File: src/rtl/dbb_pkg.sv
// Shared definitions for the DBB tile scheduler.
//   sched_state_t     : scheduler FSM encoding (3-bit)
//   DBB_NUM_BLOCKS    : default number of density-bound blocks per row
//   DBB_TIMEOUT_CYC   : default watchdog limit for the SA wait
package dbb_pkg;

  localparam int DBB_NUM_BLOCKS  = 8;
  localparam int DBB_TIMEOUT_CYC = 1024;

  typedef enum logic [2:0] {
    ST_IDLE  = 3'd0,
    ST_SCAN  = 3'd1,
    ST_ISSUE = 3'd2,
    ST_WAIT  = 3'd3,
    ST_DONE  = 3'd4
  } sched_state_t;

endpackage

File: src/rtl/dbb_wdt.sv
// Watchdog up-counter for the SA wait.
//   clk, rst_n   : clock, asynchronous active-low reset
//   i_clr        : synchronous clear to zero (highest priority)
//   i_load       : synchronous load of i_load_val
//   i_load_val   : value loaded when i_load is high
//   i_en         : count enable
//   o_expired    : counter has reached TIMEOUT_CYC-1
module dbb_wdt
  import dbb_pkg::*;
#(
  parameter int TIMEOUT_CYC = DBB_TIMEOUT_CYC,
  parameter int W           = $clog2(TIMEOUT_CYC)
) (
  input  logic         clk,
  input  logic         rst_n,
  input  logic         i_clr,
  input  logic         i_load,
  input  logic [W-1:0] i_load_val,
  input  logic         i_en,
  output logic         o_expired
);

  localparam logic [W-1:0] LIMIT = W'(TIMEOUT_CYC - 1);

  logic [W-1:0] r_cnt;

  always_ff @(posedge clk or negedge rst_n) begin
    if (!rst_n) begin
      r_cnt <= '0;
    end else if (i_clr) begin
      r_cnt <= '0;
    end else if (i_load) begin
      r_cnt <= i_load_val;
    end else if (i_en && (r_cnt != LIMIT)) begin
      r_cnt <= r_cnt + W'(1);
    end
  end

  assign o_expired = (r_cnt == LIMIT);

endmodule

File: src/rtl/dbb_tile_scheduler.sv
// Sequences the systolic array across one row of NUM_BLOCKS DBB blocks.
// A per-block mask is latched on start; zero blocks are skipped at one
// block per cycle, non-zero blocks get an SA start pulse and a guarded wait
// for SA done.
//   clk, rst_n   : clock, asynchronous active-low reset
//   i_start      : row start request (accepted only when idle)
//   i_mask_vec   : bit k set = compute block k (sampled with accepted start)
//   i_sa_done    : SA finished current block (honoured only while waiting)
//   o_sa_start   : one-cycle SA start pulse
//   o_blk_idx    : index of the block being issued/computed
//   o_busy       : high whenever not idle
//   o_done       : one-cycle row-finished pulse (normal or timeout)
//   o_err        : sticky watchdog timeout flag
//   o_nnz_cnt    : blocks issued in the last/current row
//   o_skip_cnt   : blocks skipped in the last/current row
module dbb_tile_scheduler
  import dbb_pkg::*;
#(
  parameter int NUM_BLOCKS  = DBB_NUM_BLOCKS,
  parameter int IDX_W       = $clog2(NUM_BLOCKS),
  parameter int CNT_W       = $clog2(NUM_BLOCKS + 1),
  parameter int TIMEOUT_CYC = DBB_TIMEOUT_CYC
) (
  input  logic                  clk,
  input  logic                  rst_n,
  input  logic                  i_start,
  input  logic [NUM_BLOCKS-1:0] i_mask_vec,
  input  logic                  i_sa_done,
  output logic                  o_sa_start,
  output logic [IDX_W-1:0]      o_blk_idx,
  output logic                  o_busy,
  output logic                  o_done,
  output logic                  o_err,
  output logic [CNT_W-1:0]      o_nnz_cnt,
  output logic [CNT_W-1:0]      o_skip_cnt
);

  localparam int               TW       = $clog2(TIMEOUT_CYC);
  localparam logic [IDX_W-1:0] LAST_IDX = IDX_W'(NUM_BLOCKS - 1);

  sched_state_t          r_state;
  logic [IDX_W-1:0]      r_idx;
  logic [NUM_BLOCKS-1:0] r_mask;
  logic [CNT_W-1:0]      r_nnz;
  logic [CNT_W-1:0]      r_skip;
  logic                  r_err;

  logic w_last;
  logic w_cur_bit;
  logic w_wdt_clr;
  logic w_wdt_en;
  logic w_wdt_exp;

  assign w_last    = (r_idx == LAST_IDX);
  assign w_cur_bit = r_mask[r_idx];

  // The timer restarts at every issue; it only advances while the SA is
  // still busy, so a done in the expiry cycle is never overridden.
  assign w_wdt_clr = (r_state == ST_ISSUE) || ((r_state == ST_IDLE) && i_start);
  assign w_wdt_en  = (r_state == ST_WAIT) && !i_sa_done;

  dbb_wdt #(
    .TIMEOUT_CYC (TIMEOUT_CYC),
    .W           (TW)
  ) u_wdt (
    .clk        (clk),
    .rst_n      (rst_n),
    .i_clr      (w_wdt_clr),
    .i_load     (1'b0),
    .i_load_val ({TW{1'b0}}),
    .i_en       (w_wdt_en),
    .o_expired  (w_wdt_exp)
  );

  always_ff @(posedge clk or negedge rst_n) begin
    if (!rst_n) begin
      r_state <= ST_IDLE;
      r_idx   <= '0;
      r_mask  <= '0;
      r_nnz   <= '0;
      r_skip  <= '0;
      r_err   <= 1'b0;
    end else begin
      case (r_state)
        ST_IDLE: begin
          if (i_start) begin
            r_mask  <= i_mask_vec;
            r_idx   <= '0;
            r_nnz   <= '0;
            r_skip  <= '0;
            r_err   <= 1'b0;
            r_state <= ST_SCAN;
          end
        end
        ST_SCAN: begin
          if (w_cur_bit) begin
            r_state <= ST_ISSUE;
          end else begin
            r_skip <= r_skip + CNT_W'(1);
            if (w_last) begin
              r_state <= ST_DONE;
            end else begin
              r_idx <= r_idx + IDX_W'(1);
            end
          end
        end
        ST_ISSUE: begin
          r_nnz   <= r_nnz + CNT_W'(1);
          r_state <= ST_WAIT;
        end
        ST_WAIT: begin
          if (i_sa_done) begin
            if (w_last) begin
              r_state <= ST_DONE;
            end else begin
              r_idx   <= r_idx + IDX_W'(1);
              r_state <= ST_SCAN;
            end
          end else if (w_wdt_exp) begin
            r_err   <= 1'b1;
            r_state <= ST_DONE;
          end
        end
        ST_DONE: begin
          r_state <= ST_IDLE;
        end
        default: begin
          r_state <= ST_IDLE;
        end
      endcase
    end
  end

  assign o_sa_start = (r_state == ST_ISSUE);
  assign o_done     = (r_state == ST_DONE);
  assign o_busy     = (r_state != ST_IDLE);
  assign o_blk_idx  = r_idx;
  assign o_err      = r_err;
  assign o_nnz_cnt  = r_nnz;
  assign o_skip_cnt = r_skip;

endmodule

File: config.mk
export PLATFORM = sky130hd
export DESIGN_NAME = dbb_tile_scheduler
export DESIGN_NICKNAME = d
export VERILOG_FILES = /design/src/rtl/dbb_pkg.sv /design/src/rtl/dbb_wdt.sv /design/src/rtl/dbb_tile_scheduler.sv
export SDC_FILE = /design/constraint.sdc
export NUM_CORES = 1
export LEC_CHECK = 0
export ABC_CLOCK_PERIOD_IN_PS = 3700
export CAP_MARGIN = 5
export CORE_ASPECT_RATIO = 0.6
export CORE_MARGIN = 3
export CORE_UTILIZATION = 60
export CTS_BUF_LIST = sky130_fd_sc_hd__clkbuf_8
export CTS_CLUSTER_SIZE = 14
export DETAILED_ROUTE_END_ITERATION = 7
export PLACE_DENSITY = 0.87
export SETUP_SLACK_MARGIN = 0.05
export SLEW_MARGIN = 20
export SYNTH_ARGS = -nofsm -noshare
export SYNTH_HDL_FRONTEND = slang
export SYNTH_HIERARCHICAL = 1
export SYNTH_SLANG_ARGS = --single-unit
File: constraint.sdc
create_clock -name clk -period 3.7 [get_ports clk]
set_input_delay 0.555 -clock clk [delete_from_list [all_inputs] [get_ports clk]]
set_output_delay 0.555 -clock clk [all_outputs]
set_load 0.01 [all_outputs]
==> run notes, run 1 <==
impl run done, here's what came out: sw frac=39.73%, Reg clk slew, reported paths=0.07 ns, met3 wire len=232 um, Logic pwr share=44.7%, pre-CTS WS=1.315 ns, Worst Setup EP=o_sa_start, RR Startpoint=r_state[1], Setup WS post-layout=1.148 ns, multi-input gates=149, Slew Limit Fails=0, final worst hold slack=0.5082 ns, DRT met1 WL=2107 um, critical path arrival=2.00 ns, well tap count=42, Setup-failing EPs final=0, Non-clock buffer share=11.52%, worst-path fanout max=9, biggest area consumer among synthesized cells=dfrtp_1, WP buf/inv=2, Non-clk bufs=27, Max stage delay on crit path=0.55 ns, Syn Area/Cell=10.21 sq um, ys flops=33, 1st-iter DRT viols=87, cells in synth_stat.txt=184, clkbuf count=7, drt first pass iters=4, placed cells=262, Power Total=1.837 mW, most common logic cells in the final layout=dfrtp_1, clkdlybuf4s50_1, conb_1, area grow syn2layout=23.70%, Yosys chip area=1879 sq um, Std-Cell Rows=15, GRT overflow=0, WS Path Type=reg2out, via count=1570, layout sequential cell count=33, share of layout cells above drive strength 1=12.28%, Synth Area in Compound Gates=18.44%, register share after synthesis=43.94%, # DRC=0, status=completed, Largest Register=u_wdt/r_cnt, Max-area cell share=43.94%, CP endpoint kind=primary output, reg2reg setup slack=1.67 ns, DP HPWL=3261 um, Final nets=244, setup TNS=0 ns, # hold bufs at CTS=0, Comb gate area=1036 sq um, P_comb=822 uW, Hold WC Path Type=reg2reg, adder share=3.329%, post-layout minimum cycle time=2.552 ns, synth cell count leaders=dfrtp_1, nand3_1, nand2_1, nor2_1, inv_1, uppermost layer routed=met4, largest power group=combinational cells, Critical Path Source Type=flip-flop, Sequential Power Share=38.9%, mux share=10.12%, Sequential Area=825.8 sq um, vias in the first global route=1579, Syn Inst Count=184, Final Routed Wirelength=4373 um, Final period util=68.98%, Sw Pwr=729.8 uW, number of flops mapped to enable cells by yosys=0, PortBufs=26, Routed met2 length=1955 um, RR Endpoint=u_wdt/r_cnt[8], Cell Type Count=53, largest net degree at the start of global routing=34, antenna cells=0, Comb/total area=44.56%, H-Tree Depth=2, Synth Flop Type=dfrtp_1, FP Util=64.19%, dominant kind of combinational cell=AND-OR/OR-AND gates, Mapped Area=1879 sq um, dominant class by area=multi-input combinational cells, Synth Warn #=6, ANT nets after route=0, OpenROAD warning count=26, asr flop ratio synth=100.0%, FMAX=391.8 MHz, Req. time, crit path=3.14 ns, CTS Root Cell=clkbuf_8, initial antenna violation count=0, CTS tree=yes, met3 Usage GRT=5.904%, chip area=3862 sq um, global-route wire length before repair=7548 um, most numerous logic cell after layout=dfrtp_1, post-CTS sizing=0
Figure 1. Supply network (run 1).
Bar = 20 um. Pins as bars on the die edge. Tap cells in grey.
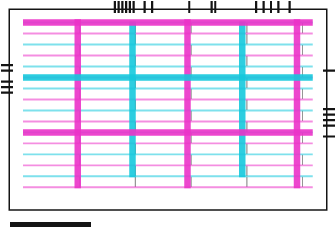
colour	net
magenta	VSS
cyan	VDD
tap cells	42
met4 straps	5
met1 rails	16
signal pins	27
rows	15
core region area: 2928 sq um
Die Wd: 78.25 um

Figure 2. Cell classes on the final placement (run 1).
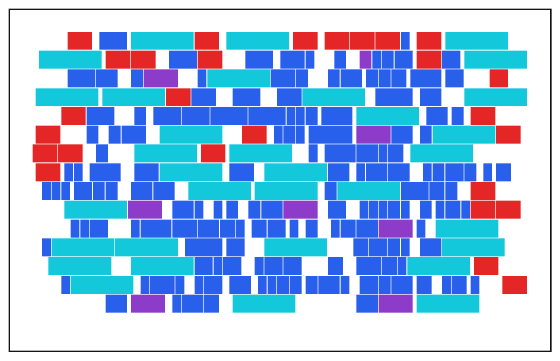
colour	class	cells	share of their area
cyan	flops	33	36%
red	other buffers and delay cells	27	12%
blue	combinational and other logic	160	47%
purple	clock drivers and dummy loads	8	4.5%
post-route cell area: 2325 sq um
final core utilization: 79.40%

Figure 3. Clock wires, drivers and flops (run 1).
Bar = 20 um.
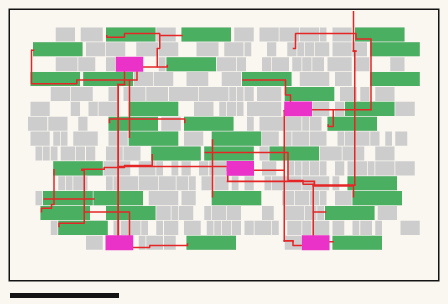
[magenta] clock drivers | count: 5
[green] flip-flops | count: 33
[red] clock wires | length: 441 um
routed clock nets	6
flops lie	widely spread
Clock Skew: 0.003979 ns
clock share of power: 16.3%
Clock group: 300 uW
worst skew pair latency: 0.29 ns

==> run 2, diff against run 1 <==
--- a/config.mk
+++ b/config.mk
@@ -5,15 +5,15 @@
 export SDC_FILE = /design/constraint.sdc
 export NUM_CORES = 1
 export LEC_CHECK = 0
-export ABC_CLOCK_PERIOD_IN_PS = 3700
+export ABC_CLOCK_PERIOD_IN_PS = 2300
 export CAP_MARGIN = 5
 export CORE_ASPECT_RATIO = 0.6
 export CORE_MARGIN = 3
-export CORE_UTILIZATION = 60
+export CORE_UTILIZATION = 51
 export CTS_BUF_LIST = sky130_fd_sc_hd__clkbuf_8
 export CTS_CLUSTER_SIZE = 14
 export DETAILED_ROUTE_END_ITERATION = 7
-export PLACE_DENSITY = 0.87
+export PLACE_DENSITY = 0.78
 export SETUP_SLACK_MARGIN = 0.05
 export SLEW_MARGIN = 20
 export SYNTH_ARGS = -nofsm -noshare
==> constraint.sdc (replaced) <==
create_clock -name clk -period 2.3 [get_ports clk]
set_input_delay 0.345 -clock clk [delete_from_list [all_inputs] [get_ports clk]]
set_output_delay 0.345 -clock clk [all_outputs]
set_load 0.01 [all_outputs]
Figure 4. Metal layers overlaid (run 2).
Bar = 20 um. Two of the layers only.
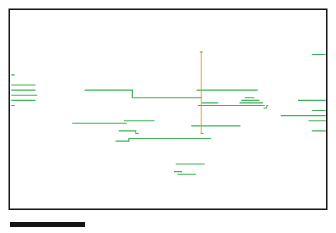
colour	layer	wire length
orange	metal 4	21.8 um
green	metal 3	227 um

Figure 5. Cell classes on the final placement (run 2).
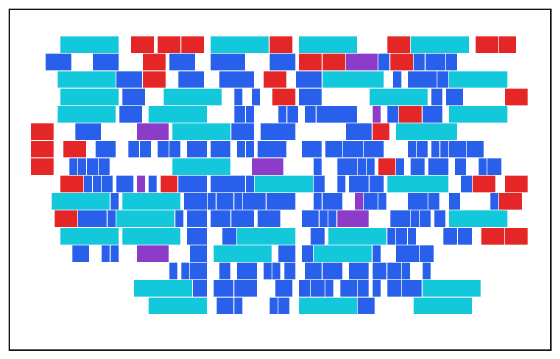
colour	class	cells	share of their area
blue	combinational and other logic	160	47%
red	other buffers and delay cells	30	13%
cyan	flops	33	36%
purple	clock drivers and dummy loads	8	3.5%
final core utilization: 68.97%
core region area: 3383 sq um
post-route cell area: 2333 sq um

Figure 6. Supply network (run 2).
Bar = 20 um. Pins as bars on the die edge. Tap cells in grey.
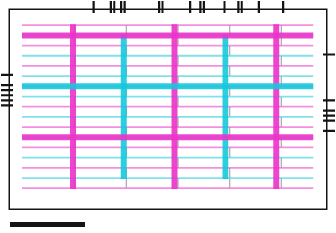
colour	net
magenta	VSS
cyan	VDD
met4 straps	5
met1 rails	17
tap cells	45
met5 straps	3
rows	16

==> run 2 against run 1 <==
Against the previous run:
- setup slack worse by 1.0 ns
- synthesized cell count is the same
- register-to-register slack worse by 1.3 ns
- hold slack got worse by 0.046 ns
- critical endpoint unchanged
- critical path depth did not move
- via count rose by 0.57%
- critical path type unchanged
- combinational power is 64% higher
- wire length increased by 2.3%
- flip-flop count unchanged
==> run notes, run 2 <==
impl run done, here's what came out: status=completed, WP depth=3, CP endpoint kind=primary output, Routed met2 length=2071 um, Synth Flop Type=dfrtp_1, Syn Area/Cell=10.21 sq um, pre-CTS WS=0.1983 ns, largest net degree at the start of global routing=34, met3 Usage GRT=4.510%, Final Routed Wirelength=4472 um, Non-clock buffer share=12.44%, met2 usage=34.42%, Std-Cell Rows=16, cells in synth_stat.txt=184, # DRC=0, reg2reg setup slack=0.36 ns, mux share=10.12%, Setup-failing EPs final=0, Synth Area in Compound Gates=18.44%, OpenROAD warning count=26, antenna cells=0, adder share=3.329%, Yosys chip area=1879 sq um, uppermost layer routed=met4, biggest area consumer among synthesized cells=dfrtp_1, Largest Register=u_wdt/r_cnt, Logic pwr share=46.5%, PortBufs=26, Sequential Area=829.5 sq um, Clock group=398 uW, ANT nets after route=0, dominant class by area=multi-input combinational cells, Syn Inst Count=184, Final period util=94.55%, Synth Warn #=6, WS Path Type=reg2out, 1st-iter DRT viols=95, DP HPWL=3303 um, post-CTS sizing=0, Die Wd=84.37 um, Cell Type Count=53, final worst hold slack=0.4618 ns, CTS Root Cell=clkbuf_8, ys flops=33, Req. time, crit path=1.96 ns, area grow syn2layout=24.17%, largest power group=combinational cells, clock share of power=13.7%, clkbuf count=5, Non-clk bufs=30, register share after synthesis=43.94%, Slew Limit Fails=0, layout sequential cell count=33, DRT met1 WL=2152 um, asr flop ratio synth=100.0%, share of layout cells above drive strength 1=13.42%, Hold WC Path Type=in2async, setup TNS=0 ns, Comb gate area=1036 sq um, GRT overflow=0, dominant kind of combinational cell=AND-OR/OR-AND gates, Power Total=2.901 mW, well tap count=45, WP buf/inv=2, vias in the first global route=1564, worst-path fanout max=7, placed cells=268, post-layout minimum cycle time=2.175 ns, P_comb=1.35 mW, Setup WS post-layout=0.1253 ns, worst skew pair latency=0.28 ns, # hold bufs at CTS=0, Mapped Area=1879 sq um, Final nets=247, Sequential Power Share=39.8%, sw frac=40.13%, Reg clk slew, reported paths=0.06 ns, number of flops mapped to enable cells by yosys=0, multi-input gates=149, global-route wire length before repair=7396 um, Clock Skew=0.008307 ns, FP Util=55.55%, drt first pass iters=4, most common logic cells in the final layout=dfrtp_1, clkdlybuf4s50_1, conb_1, FMAX=459.8 MHz, CTS tree=yes, RR Endpoint=o_blk_idx[0], RR Startpoint=o_blk_idx[0], met1 usage=29.18%, ClkCell Share=3.432%, setup bufs post-CTS=0, Layout Cells excl Fill=276, Sw Pwr=1.164 mW, Max-area cell share=43.94%, Worst Setup EP=o_sa_start, met3 wire len=226 um, Critical Path Source Type=flip-flop, chip area=4473 sq um, critical path's top delay family=buffers and inverters, I/O pin count=27, synth cell count leaders=dfrtp_1, nand3_1, nand2_1, nor2_1, inv_1, Setup crit start=r_state[2], H-Tree Depth=2, critical path arrival=1.83 ns, Max stage delay on crit path=0.54 ns, via count=1579, Comb/total area=44.40%
Power figures rest on the tool's default switching activity, not on a simulated workload.
